Design vram_arbiter, sky130hd; sources not shown.
Met3 routing:
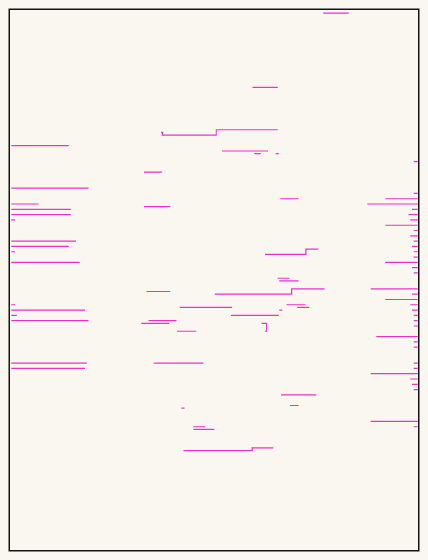
nets with wire on the layer	70
share of all routed wire	5.1%
Post-Route WL: 10900 um
vias: 3432
M3 GR Usage: 0.0414

The clock network:
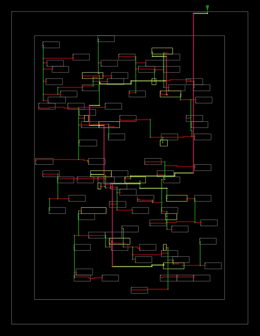
TritonCTS Buffers: 9
CLK BUF: 12
Clock net power: 1.64 mW

Routed metal, one colour a layer:
Bar = 20 um. Two of the layers only.
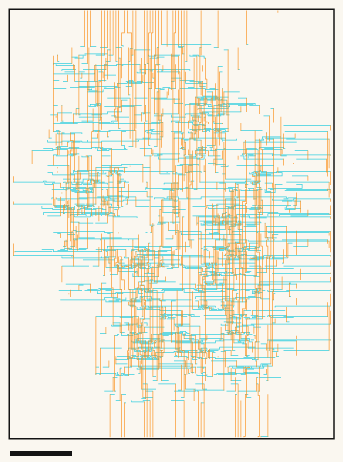
colour	layer	wire length
orange	M2	5370 um
cyan	M1	4740 um
WL/cell: 16.6 um
gr usage total: 0.149

==> impl_metrics.yaml <==
# flow metrics
run_status:
  status: "finished clean"
yosys:
  yosys_warnings: 0
  yosysMostFrequentCell: "dfxtp_1"
  avgSynthCellArea_um2: 9.03
  top_area_cell: "dfxtp_1"
  ys.flops: 76
  yosysSeqAreaShare: 0.433
  ys_dominant_reg_cell: "dfxtp_1"
  syn_nets: 444
  topCellsByArea: "dfxtp_1 43%, nand3_1 6.7%, mux2_2 6.4%, o21ai_0 6.3%, a21oi_1 5.4%"
  synthCells: 389
  async_reset_ff_frac: 0
  synth_area_um2: 3510
  ys_cells: 389
  adder_share: 0.00713
  top_cell_area_share: 0.433
  mux_area_frac: 0.0902
  ys_sh_xor: 0
  simple_gate_share: 0.209
power_and_ir_drop:
  seqPwrFrac: 0.409
  power_leader: "clock"
  pg_seq_mw: 1.57
  p_int_mw: 2.84
  p_comb_frac: 0.164
  p_per_area_nw_per_um2: 718
  switching_share: 0.261
  comb_power_uw: 629
clock_network:
  cts_htree_levels: 3
  cts_sinks: 76
  cts-resized-gates: 22
  cts_tree: "yes"
  post_cts.repair.setup_buffers: 0
  clock_path_buffers: 2
  insertion_delay_ns: 0.34
  holdBufCountCts: 0
  root_buffer: "clkbuf_16"
  clk_pin_slew_worst_paths_ns: 0.06
cells_and_area:
  num_antenna_cells: 0
  stdcell_count: 652
  fillerInstances: 933
  seq_cell_count: 76
  mostFrequentLayoutCells: "91 x clkdlybuf4s50_1, 71 x dfxtp_1, 47 x nand3_1"
  buffers: 144
  buf_share: 0.264
  comb_area_um2: 1920
  largestClassByArea: "multi-input combinational cells"
  utilization: 0.542
  clock_area_frac: 0.0553
  seqCellArea_um2: 1530
  final_area_um2: 5340
grt:
  antenna_found_initial: 0
  grt_max_degree: 59
  grt-ovfl-total: 0
  grtUsageMet2: 0.250
  grt_use_met1: 0.175
  grt_pass1_wl_um: 17900
worst_setup_path:
  cp_cell_sequence: "buf_4 > nor3_4 > buf_6 > mux2_2 > buf_6"
  crit_type: "flop to primary output"
  crit_fanout: 9
  crit_buf_inv: 3
  end_kind: "primary output"
  path_depth: 5
  crit_path_start_kind: "flop"
  worstPathRequired_ns: 1.70
  r2r_slack_ns: 0.10
timing:
  hold_ws_ns: 0.00498
  max_freq_mhz: 509
  fin_crit_sh: 0.982
  finalHoldViolations: 0
  finalSetupTns_ns: 0
drt:
  avgViaCountPerCell: 5.26
  top_layer: "met4"
  drc: 0
  ant_nets: 0
floorplan:
  num_rows: 43
  initCoreUtil: 0.357
  die_h_um: 139
placed_design:
  port_buffers: 101
  place.gp.congestion: 0.813
  dp_hpwl_um: 7700
  place_ws_ns: -0.517
min_path:
  hp-class: "input port to flop"
No activity file was given, so power comes from the tool's default toggle rates.
